Figure 1. Track usage over the die (run 1).
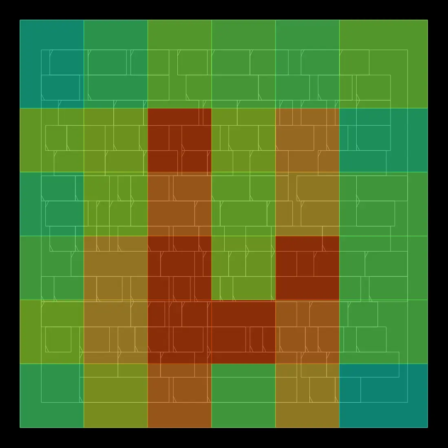
Figure 2. Signal wires on met3 (run 1).
Scale bar: 10 µm.
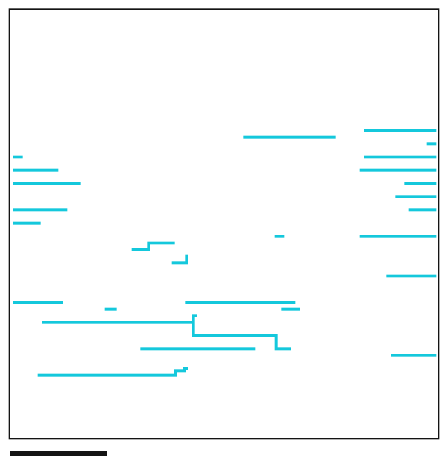
Figure 3. Routed clock nets over the placement (run 1).
Scale bar: 10 µm.
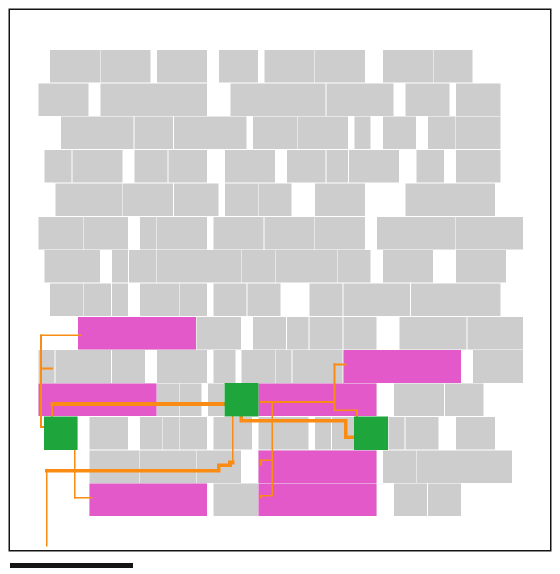
Figure 4. I/O pins on the die edge (run 1).
Pins as bars across the die edge, other pins in gray.
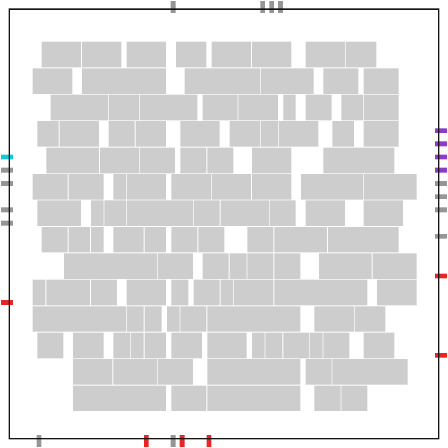
**src/rtl/controller_sequencer_if.sv**
```systemverilog
// Control bus between the SAP-1 controller-sequencer and its datapath.
// The instruction register supplies the opcode. The sequencer drives every
// control strobe, the halt flag and the one-hot T-state.
// master: the sequencer side. slave: the datapath side.
interface controller_sequencer_if #(
  parameter int OPCODE_WIDTH = 4
);
  logic [OPCODE_WIDTH-1:0] opcode;
  logic                    Cp;
  logic                    Ep;
  logic                    Lm_bar;
  logic                    CE_bar;
  logic                    Li_bar;
  logic                    Ei_bar;
  logic                    La_bar;
  logic                    Ea;
  logic                    Su;
  logic                    Eu;
  logic                    Lb_bar;
  logic                    Lo_bar;
  logic                    halt;
  logic [5:0]              t_state;

  modport master (
    input  opcode,
    output Cp, Ep, Lm_bar, CE_bar, Li_bar, Ei_bar, La_bar,
           Ea, Su, Eu, Lb_bar, Lo_bar, halt, t_state
  );

  modport slave (
    output opcode,
    input  Cp, Ep, Lm_bar, CE_bar, Li_bar, Ei_bar, La_bar,
           Ea, Su, Eu, Lb_bar, Lo_bar, halt, t_state
  );
endinterface

```
**src/rtl/controller_sequencer.sv**
```systemverilog
// SAP-1 controller-sequencer.
// A six-state one-hot ring counter (T1..T6) is decoded together with the IR
// opcode into the 12-signal control word for the datapath.
// Optional build macro CTRL_SKIP_NOP_EN: when it is defined, the ring returns
// to T1 right after an instruction's last useful state instead of padding
// the instruction out with no-op states.
module controller_sequencer #(
  parameter int                    OPCODE_WIDTH = 4,
  parameter logic [OPCODE_WIDTH-1:0] OP_LDA     = 4'b0000,
  parameter logic [OPCODE_WIDTH-1:0] OP_ADD     = 4'b0001,
  parameter logic [OPCODE_WIDTH-1:0] OP_SUB     = 4'b0010,
  parameter logic [OPCODE_WIDTH-1:0] OP_OUT     = 4'b1110,
  parameter logic [OPCODE_WIDTH-1:0] OP_HLT     = 4'b1111
) (
  input  logic                   clk,
  input  logic                   clear,
  controller_sequencer_if.master bus
);

  typedef enum logic [5:0] {
    T1 = 6'b000001,
    T2 = 6'b000010,
    T3 = 6'b000100,
    T4 = 6'b001000,
    T5 = 6'b010000,
    T6 = 6'b100000
  } t_state_e;

  t_state_e state_q, state_d;
  logic     halt_q, halt_d;

  logic cp_c, ep_c, lm_bar_c, ce_bar_c, li_bar_c, ei_bar_c;
  logic la_bar_c, ea_c, su_c, eu_c, lb_bar_c, lo_bar_c;

  // Register the ring position and the halt flag; clear overrides both at once.
  always_ff @(posedge clk or posedge clear) begin
    if (clear) begin
      state_q <= T1;
      halt_q  <= 1'b0;
    end else begin
      state_q <= state_d;
      halt_q  <= halt_d;
    end
  end

  // Advance the ring. HLT parks it in T4, and only clear can leave that state.
  always_comb begin
    state_d = state_q;
    halt_d  = halt_q;
    if (!halt_q) begin
      case (state_q)
        T1: state_d = T2;
        T2: state_d = T3;
        T3: state_d = T4;
        T4: begin
          if (bus.opcode == OP_HLT) begin
            state_d = T4;
            halt_d  = 1'b1;
          end
`ifdef CTRL_SKIP_NOP_EN
          else if (bus.opcode == OP_LDA || bus.opcode == OP_ADD ||
                   bus.opcode == OP_SUB) begin
            state_d = T5;
          end else begin
            state_d = T1;
          end
`else
          else begin
            state_d = T5;
          end
`endif
        end
        T5: begin
`ifdef CTRL_SKIP_NOP_EN
          if (bus.opcode == OP_ADD || bus.opcode == OP_SUB) state_d = T6;
          else                                              state_d = T1;
`else
          state_d = T6;
`endif
        end
        T6:      state_d = T1;
        default: state_d = T1;
      endcase
    end
  end

  // Decode the control word. Every strobe is held inactive while clear is
  // high or the machine is halted.
  always_comb begin
    cp_c     = 1'b0;
    ep_c     = 1'b0;
    lm_bar_c = 1'b1;
    ce_bar_c = 1'b1;
    li_bar_c = 1'b1;
    ei_bar_c = 1'b1;
    la_bar_c = 1'b1;
    ea_c     = 1'b0;
    su_c     = 1'b0;
    eu_c     = 1'b0;
    lb_bar_c = 1'b1;
    lo_bar_c = 1'b1;
    if (!clear && !halt_q) begin
      case (state_q)
        T1: begin
          ep_c     = 1'b1;
          lm_bar_c = 1'b0;
        end
        T2: cp_c = 1'b1;
        T3: begin
          ce_bar_c = 1'b0;
          li_bar_c = 1'b0;
        end
        T4: begin
          if (bus.opcode == OP_LDA || bus.opcode == OP_ADD ||
              bus.opcode == OP_SUB) begin
            ei_bar_c = 1'b0;
            lm_bar_c = 1'b0;
          end else if (bus.opcode == OP_OUT) begin
            ea_c     = 1'b1;
            lo_bar_c = 1'b0;
          end
        end
        T5: begin
          if (bus.opcode == OP_LDA) begin
            ce_bar_c = 1'b0;
            la_bar_c = 1'b0;
          end else if (bus.opcode == OP_ADD || bus.opcode == OP_SUB) begin
            ce_bar_c = 1'b0;
            lb_bar_c = 1'b0;
            su_c     = (bus.opcode == OP_SUB);
          end
        end
        T6: begin
          if (bus.opcode == OP_ADD || bus.opcode == OP_SUB) begin
            eu_c     = 1'b1;
            la_bar_c = 1'b0;
            su_c     = (bus.opcode == OP_SUB);
          end
        end
        default: ;
      endcase
    end
  end

  assign bus.Cp      = cp_c;
  assign bus.Ep      = ep_c;
  assign bus.Lm_bar  = lm_bar_c;
  assign bus.CE_bar  = ce_bar_c;
  assign bus.Li_bar  = li_bar_c;
  assign bus.Ei_bar  = ei_bar_c;
  assign bus.La_bar  = la_bar_c;
  assign bus.Ea      = ea_c;
  assign bus.Su      = su_c;
  assign bus.Eu      = eu_c;
  assign bus.Lb_bar  = lb_bar_c;
  assign bus.Lo_bar  = lo_bar_c;
  assign bus.halt    = halt_q;
  assign bus.t_state = state_q;

endmodule

```
**src/flat_wrapper.sv**
```systemverilog
// flat-port wrapper written by rule: the top's interface ports become plain ports
module controller_sequencer_flat 
#(
  parameter int                    OPCODE_WIDTH = 4,
  parameter logic [OPCODE_WIDTH-1:0] OP_LDA     = 4'b0000,
  parameter logic [OPCODE_WIDTH-1:0] OP_ADD     = 4'b0001,
  parameter logic [OPCODE_WIDTH-1:0] OP_SUB     = 4'b0010,
  parameter logic [OPCODE_WIDTH-1:0] OP_OUT     = 4'b1110,
  parameter logic [OPCODE_WIDTH-1:0] OP_HLT     = 4'b1111
)
  (clk, clear, bus_opcode, bus_Cp, bus_Ep, bus_Lm_bar, bus_CE_bar, bus_Li_bar, bus_Ei_bar, bus_La_bar, bus_Ea, bus_Su, bus_Eu, bus_Lb_bar, bus_Lo_bar, bus_halt, bus_t_state);
  controller_sequencer_if #(.OPCODE_WIDTH(OPCODE_WIDTH)) bus_i ();
  input  logic clk;
  input  logic clear;
  input wire logic [$bits(bus_i.opcode)-1:0] bus_opcode;
  output wire logic [$bits(bus_i.Cp)-1:0] bus_Cp;
  output wire logic [$bits(bus_i.Ep)-1:0] bus_Ep;
  output wire logic [$bits(bus_i.Lm_bar)-1:0] bus_Lm_bar;
  output wire logic [$bits(bus_i.CE_bar)-1:0] bus_CE_bar;
  output wire logic [$bits(bus_i.Li_bar)-1:0] bus_Li_bar;
  output wire logic [$bits(bus_i.Ei_bar)-1:0] bus_Ei_bar;
  output wire logic [$bits(bus_i.La_bar)-1:0] bus_La_bar;
  output wire logic [$bits(bus_i.Ea)-1:0] bus_Ea;
  output wire logic [$bits(bus_i.Su)-1:0] bus_Su;
  output wire logic [$bits(bus_i.Eu)-1:0] bus_Eu;
  output wire logic [$bits(bus_i.Lb_bar)-1:0] bus_Lb_bar;
  output wire logic [$bits(bus_i.Lo_bar)-1:0] bus_Lo_bar;
  output wire logic [$bits(bus_i.halt)-1:0] bus_halt;
  output wire logic [$bits(bus_i.t_state)-1:0] bus_t_state;
  assign bus_i.opcode = bus_opcode;
  assign bus_Cp = bus_i.Cp;
  assign bus_Ep = bus_i.Ep;
  assign bus_Lm_bar = bus_i.Lm_bar;
  assign bus_CE_bar = bus_i.CE_bar;
  assign bus_Li_bar = bus_i.Li_bar;
  assign bus_Ei_bar = bus_i.Ei_bar;
  assign bus_La_bar = bus_i.La_bar;
  assign bus_Ea = bus_i.Ea;
  assign bus_Su = bus_i.Su;
  assign bus_Eu = bus_i.Eu;
  assign bus_Lb_bar = bus_i.Lb_bar;
  assign bus_Lo_bar = bus_i.Lo_bar;
  assign bus_halt = bus_i.halt;
  assign bus_t_state = bus_i.t_state;
  controller_sequencer #(.OPCODE_WIDTH(OPCODE_WIDTH), .OP_LDA(OP_LDA), .OP_ADD(OP_ADD), .OP_SUB(OP_SUB), .OP_OUT(OP_OUT), .OP_HLT(OP_HLT)) u_core (.clk(clk), .clear(clear), .bus(bus_i));
endmodule
```
**config.mk**
```make
export PLATFORM = sky130hd
export DESIGN_NAME = controller_sequencer_flat
export DESIGN_NICKNAME = d
export VERILOG_FILES = /design/src/rtl/controller_sequencer_if.sv /design/src/rtl/controller_sequencer.sv /design/src/flat_wrapper.sv
export SDC_FILE = /design/constraint.sdc
export NUM_CORES = 1
export LEC_CHECK = 0
export ABC_CLOCK_PERIOD_IN_PS = 1800
export CAP_MARGIN = 20
export CORE_MARGIN = 2
export CORE_UTILIZATION = 36
export DETAILED_ROUTE_END_ITERATION = 8
export GPL_TIMING_DRIVEN = 0
export PLACE_DENSITY = 0.84
export SYNTH_ARGS = -nofsm -noshare
export SYNTH_HDL_FRONTEND = slang
export SYNTH_SLANG_ARGS = --single-unit
```
**constraint.sdc**
```tcl
create_clock -name clk -period 1.8 [get_ports clk]
set_input_delay 0.18 -clock clk [delete_from_list [all_inputs] [get_ports clk]]
set_output_delay 0.18 -clock clk [all_outputs]
set_load 0.05 [all_outputs]
```
==> results_slide.txt, run 1 <==
Implementation Results

Status
  • Outcome: finished with violations
  • Violations in the final reports: setup timing

Synth
  • Commonest register cell after synthesis: sky130_fd_sc_hd__dfrtp_1
  • Cell variety after synth: 33
  • Total number of yosys warnings: 0
  • Synthesized flop and latch total: 7
  • Count of flip-flops with a built-in enable after synthesis: 0
  • Cells in synth_stat.txt: just under 70
  • Post-synth top area share: 0.2603
  • Cells after Synth: 69
  • Synth Seq Share: 0.3059

Timing
  • Final setup vio count: 12
  • Fmax: 0.4379 GHz
  • Least setup slack across all paths after layout: -0.4836 ns
  • Slew of the pin with the lowest slew margin: 0.5011 ns

Worst setup path
  • Data required time of the critical path: ~1.6 ns
  • Worst Setup Start Kind: register
  • Maximum fanout encountered on the critical timing path: 3
  • Critical path cell sequence: buf_6, or4b_4, or3_4, a211oi_4, buf_6
  • Delay of the slowest cell on the worst path: about 0.53 ns

Global route
  • Total grt overflow: 0
  • Met1 GRT Util: 0.2959
  • First-pass GRT wire length: about 3400 µm
  • Vias in the first global route: 709

Drt
  • Wl on met1: around 930 µm
  • Total length of routed met2 wires: approximately 1200 µm
  • Antenna violation net count after detailed routing: 0
  • Highest metal layer with signal wires: met4
  • Count of unresolved DRC violations after routing: 0
  • Routed length on met3: roughly 160 µm

Worst hold path
  • Path class of the lowest-slack min-delay path: primary input to asynchronous set/reset pin

Power
  • Standby leakage power: roughly 0.55 nW
  • Total Power: ~1.9 mW

Floorplanning
  • Area of the die: 0.001938 mm²
  • Core area: 0.001506 mm²
  • Total I/O pin count: 25

Layout
  • Non-Filler Instances: between 100 and 150
  • Most common logic cells in the final layout: sky130_fd_sc_hd__buf_6, sky130_fd_sc_hd__buf_4, sky130_fd_sc_hd__clkdlybuf4s50_1
  • Diode insertion count for antenna repair: 0

Clock tree
  • Clock sinks: 7
  • Clock root buffer master: sky130_fd_sc_hd__clkbuf_4
  • Worst-path clk slew: roughly 0.050 ns
  • H-tree levels: 1
  • Number of buffers between clock root and the deepest sink: 2

Flow run
  • OpenROAD warning count: 29

Placed design
  • Cell area after placement: just under 0.001 mm²
Back to the opening pictures, Figure 1:
GRT busiest layer: met2
Util after Layout: 0.8488
met3 usage: 0.08163
gr usage total: 0.2328
met2 track utilization from global routing: 0.3912

Back to the opening pictures, Figure 2:
The longest straight run is 15.4 µm. The layer holds 6.9% of the routed length. The layer carries 160 µm of wire. The wires run mostly horizontal. 25 nets have wire on it.
total wire length after detailed routing: 2307 µm
Vias: 777

Back to the opening pictures, Figure 3:
Orange stands for clock wires, length 104 µm. Green stands for cells driving clock nets, count 3. Magenta stands for flip-flops, count 7.
There are 4 routed clock nets.
clk pwr: 141 µW
Latency at later pin: 0.25 ns
clock network fraction of design power: 0.074
Final Skew: 0.004133 ns

Back to the opening pictures, Figure 4:
Purple stands for bus_opcode, pins 4, direction input, edge east. Cyan stands for bus_CE_bar, pins 1, direction output, edge west. Red stands for bus_t_state, pins 6, direction output, edge 3 south, 2 east, 1 west.
All pins by edge: 10 east, 6 west, 5 south, 4 north.
die height: 44.03 µm
Die X-Extent: 44.03 µm
number of buffers inserted by port buffering: 24

-- run 1: flip-flops by register name, summed over array words and instances (netlist names) --
| register | count |
|---|---|
| u_core.bus.halt | 1 |
| u_core.bus.t_state | 6 |
-- run 1: worst max-delay path: cells and delay by family, from the launching register on --
family / cells / cell delay (ns)
buffers and inverters: 2 / 0.30
AND-OR/OR-AND: 1 / 0.22
AND/OR/NAND/NOR: 2 / 0.91
flip-flops: 1 / 0.42
-- run 1: path summary, 6_finish.rpt --
path | startpoint | cells after the start | to
min in group clk | u_core.bus.t_state[5] | 2 | u_core.bus.t_state[5]
max | u_core.bus.t_state[1] | 5 | bus_Su
min | clear | 3 | u_core.bus.t_state[1]
min reg2reg | u_core.bus.t_state[5] | 2 | u_core.bus.t_state[5]
max in group asynchronous | clear | 3 | u_core.bus.t_state[0]
max reg2reg | u_core.bus.t_state[1] | 5 | u_core.bus.t_state[0]
-- run 1: cells in the mapped netlist, types with 2 or more instances --
| cell | number |
|---|---|
| sky130_fd_sc_hd__or2_2 | 2 |
| sky130_fd_sc_hd__nand2b_1 | 5 |
| sky130_fd_sc_hd__nor2_1 | 4 |
| sky130_fd_sc_hd__nand3_1 | 2 |
| sky130_fd_sc_hd__nor3_1 | 3 |
| sky130_fd_sc_hd__o21ai_0 | 5 |
| sky130_fd_sc_hd__dfrtp_1 | 6 |
| sky130_fd_sc_hd__clkbuf_1 | 3 |
| sky130_fd_sc_hd__or4_4 | 2 |
| sky130_fd_sc_hd__nand2_1 | 6 |
| sky130_fd_sc_hd__nor4_1 | 2 |
| sky130_fd_sc_hd__or3_1 | 4 |
| sky130_fd_sc_hd__nor3b_1 | 2 |
| sky130_fd_sc_hd__a211o_1 | 2 |
| sky130_fd_sc_hd__a211oi_1 | 2 |
| sky130_fd_sc_hd__and4_1 | 2 |
-- run 1: final cells by class --
type | instances | area (µm²)
buffer | 1 | 3.754
clock buffer | 4 | 26.28
fill | 82 | 227.7
inverter | 1 | 3.754
multi-input combinational | 57 | 555.5
sequential | 7 | 183.9
tap | 16 | 20.02
timing repair buffer | 48 | 485.5
-- run 1: where the power goes --
part           internal [mW]  leakage (nW)  switching [mW]
clock network         0.0845        0.0150          0.0565
logic                  0.656         0.453           0.770
registers              0.229        0.0823           0.105
-- run 1: repair_timing --
action                     in CTS  in global routing
setup endpoints to repair      15                 17
hold buffers                    0                  1
gates resized                  97                 15
setup buffers                  13                 10
hold endpoints to repair        0                  6
pin swaps                      11                 10
-- run 1: through the flow --
step	setup WS [ns]	utilization	TNS [ns]
2_1_floorplan	-0.4815	-	-3.095
3_3_place_gp	-0.8841	0.6470	-8.228
3_5_place_dp	-0.8996	0.6470	-8.521
4_1_cts	-0.4872	0.7608	-3.696
5_1_grt	-0.5393	0.8488	-4.899
6_report	-0.4836	0.8488	-4.213
-- run 1: cells by family after synthesis --
| kind of cell | share of synthesized area |
|---|---|
| AND-OR/OR-AND | 0.1996 |
| AND/OR/NAND/NOR | 0.4338 |
| buffers and inverters | 0.04554 |
| flip-flops | 0.3059 |
| XOR/XNOR | 0.01519 |
==> run 2, diff against run 1 <==
--- a/config.mk
+++ b/config.mk
@@ -10,7 +10,6 @@
 export CORE_MARGIN = 2
 export CORE_UTILIZATION = 36
 export DETAILED_ROUTE_END_ITERATION = 8
-export GPL_TIMING_DRIVEN = 0
 export PLACE_DENSITY = 0.84
 export SYNTH_ARGS = -nofsm -noshare
 export SYNTH_HDL_FRONTEND = slang
Figure 5. Track usage over the die (run 2).
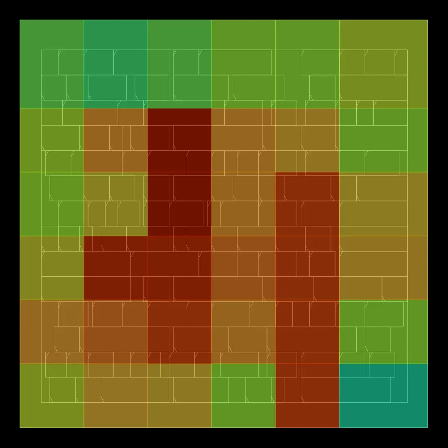
met2 track utilization from global routing: 0.5794
gr usage total: 0.3160

==> run 2 against run 1 <==
The flow still finishes with violations (setup timing). Clock power up 26%. Global-route usage up 8.3 points. Via count up 11%. Largest power group unchanged. Cell count up 6.0%. Total power up 9.2%. Critical endpoint is now bus_Lo_bar. Clock skew about the same.
==> results_slide.txt, run 2 <==
Implementation Results

Synth
  • Synth Seq Share: 0.3059 (unchanged)
  • Commonest register cell after synthesis: sky130_fd_sc_hd__dfrtp_1 (unchanged)
  • Synthesized flop and latch total: 7 (unchanged)
  • Total number of yosys warnings: 0 (unchanged)
  • Count of flip-flops with a built-in enable after synthesis: 0 (unchanged)
  • Cells in synth_stat.txt: 69 (unchanged)
  • Post-synth top area share: 0.2603 (unchanged)
  • Cell variety after synth: 33 (unchanged)
  • Most numerous cell types in the synthesized netlist: sky130_fd_sc_hd__dfrtp_1, sky130_fd_sc_hd__nand2_1, sky130_fd_sc_hd__nand2b_1, sky130_fd_sc_hd__o21ai_0 (unchanged)

Floorplanning
  • Core area: 0.001506 mm² (unchanged)
  • Die X-Extent: 44.03 µm (unchanged)
  • Die height: 44.03 µm (unchanged)

Layout
  • Number of flip-flops under the largest register name: 6 (unchanged)
  • Non-Filler Instances: 142 (was 134)
  • Count of fill cells added during filler insertion: 54 (was 82)
  • Diode insertion count for antenna repair: 0 (unchanged)
  • Util after Layout: 0.9078 (was 0.8488)

Worst setup path
  • Critical Path Sink: bus_Lo_bar (was bus_Su)
  • Delay of the slowest cell on the worst path: 0.54 ns (was 0.53 ns)
  • Worst Setup Start Kind: register (unchanged)
  • Number of cells traversed by the worst register-to-register path: 7 (was 5)
  • Data required time of the critical path: 1.62 ns (about the same)
  • Critical R2R Capture: u_core.bus.t_state[0] (unchanged)
  • CP bufs+invs: 1 (was 2)
  • Maximum fanout encountered on the critical timing path: 2 (was 3)
  • Cell count along the critical path: 4 (was 5)
  • Worst setup path startpoint: u_core.bus.t_state[1] (unchanged)
  • R2r startpoint: u_core.bus.t_state[1] (unchanged)
  • Critical path cell sequence: or4_4, or2_4, or4_4, buf_6 (was buf_6, or4b_4, or3_4, a211oi_4, buf_6)

Timing
  • Least setup slack across all paths after layout: -0.5649 ns (was -0.4836 ns)
  • Slew of the pin with the lowest slew margin: 0.3789 ns (was 0.5011 ns)
  • Final Skew: 0.003831 ns (was 0.004133 ns)
  • Final setup vio count: 15 (was 12)
  • Post-Route Setup TNS: -5.371 ns (was -4.213 ns)

Global route
  • First-pass GRT wire length: 4326 µm (was 3374 µm)
  • Vias in the first global route: 886 (was 709)

Power
  • Standby leakage power: 0.5677 nW (was 0.5501 nW)

Drt
  • Antenna violation net count after detailed routing: 0 (unchanged)

Status
  • Violations in the final reports: setup timing (unchanged)
  • Outcome: finished with violations (unchanged)

Placed design
  • Number of buffers inserted by port buffering: 24 (unchanged)

Clock tree
  • H-tree levels: 1 (unchanged)
  • Worst-path clk slew: 0.07 ns (was 0.05 ns)

Worst hold path
  • Path class of the lowest-slack min-delay path: primary input to asynchronous set/reset pin (unchanged)
run 2: cell count changes in the layout (fill, tap and decap cells not counted), moves of 3 or more:
cell and change:
sky130_fd_sc_hd__buf_4 +17, sky130_fd_sc_hd__buf_12 +5, sky130_fd_sc_hd__dlymetal6s2s_1 -4, sky130_fd_sc_hd__buf_6 -3
run 2: worst min path at each step:
stage,startpoint,end,cells after the start
after floorplan,clear,u_core.bus.halt,1
after global placement,clear,u_core.bus.halt,3
after detailed placement,clear,u_core.bus.halt,3
after CTS,clear,u_core.bus.halt,3
after global routing,clear,u_core.bus.t_state[1],3
final,clear,u_core.bus.halt,3
run 2: worst reg2reg max path: stages, from the launching register on:
cell and delay, ns:
sky130_fd_sc_hd__dfrtp_2 0.42, sky130_fd_sc_hd__buf_6 0.12, sky130_fd_sc_hd__buf_6 0.12, sky130_fd_sc_hd__or4_4 0.55, sky130_fd_sc_hd__buf_6 0.16, sky130_fd_sc_hd__buf_6 0.11
sky130_fd_sc_hd__or3_4 0.36, sky130_fd_sc_hd__o211a_1 0.14
run 2: layout make-up:
cell class                 instances  area [µm²]  share of cell area
multi-input combinational         57       563.0              0.4117
clock buffer                       4       26.28             0.01921
timing repair buffer              57       570.5              0.4172
tap                               16       20.02             0.01464
sequential                         7       183.9              0.1345
inverter                           1       3.754            0.002745
run 2: logic make-up after synthesis:
| group | count (synthesis) | synth area share |
|---|---|---|
| simple gates | 40 | 0.4338 |
| compound gates | 16 | 0.1996 |
| flops | 7 | 0.3059 |
| buf+inv | 5 | 0.04554 |
| xor+xnor | 1 | 0.01519 |
run 2: per-layer routing:
metal  GRT usage  up-vias  wire length, µm
met5           0        -                0
met4      0.1455        0               88
met3     0.04898       11              167
met2      0.5794       38             1626
met1      0.3549      438             1276
li1            -      374                -
run 2: repair_timing:
item / 4_1_cts / 5_1_grt
buffers inserted: 5 / 2
pin swaps: 8 / 9
resized: 22 / 12
hold buffers: 0 / 0
endpoints found under the setup margin: 14 / 15
cloned: 0 / 0
run 2: power by group:
group / total (mW) / switching (mW) / internal [mW]
combinational: 1.61 / 0.891 / 0.723
clock: 0.178 / 0.0917 / 0.0863
sequential: 0.285 / 0.0570 / 0.228
run 2: per-stage QoR:
| stage | cell area, µm² | hold WS [ns] |
|---|---|---|
| after floorplan | 714.4 | -0.01720 |
| after global placement | 1151 | 0.5675 |
| after detailed placement | 1151 | 0.5778 |
| after CTS | 1308 | 0.3053 |
| after global routing | 1368 | 0.3533 |
| final | 1368 | 0.3082 |
Power and IR drop assume default switching activity.
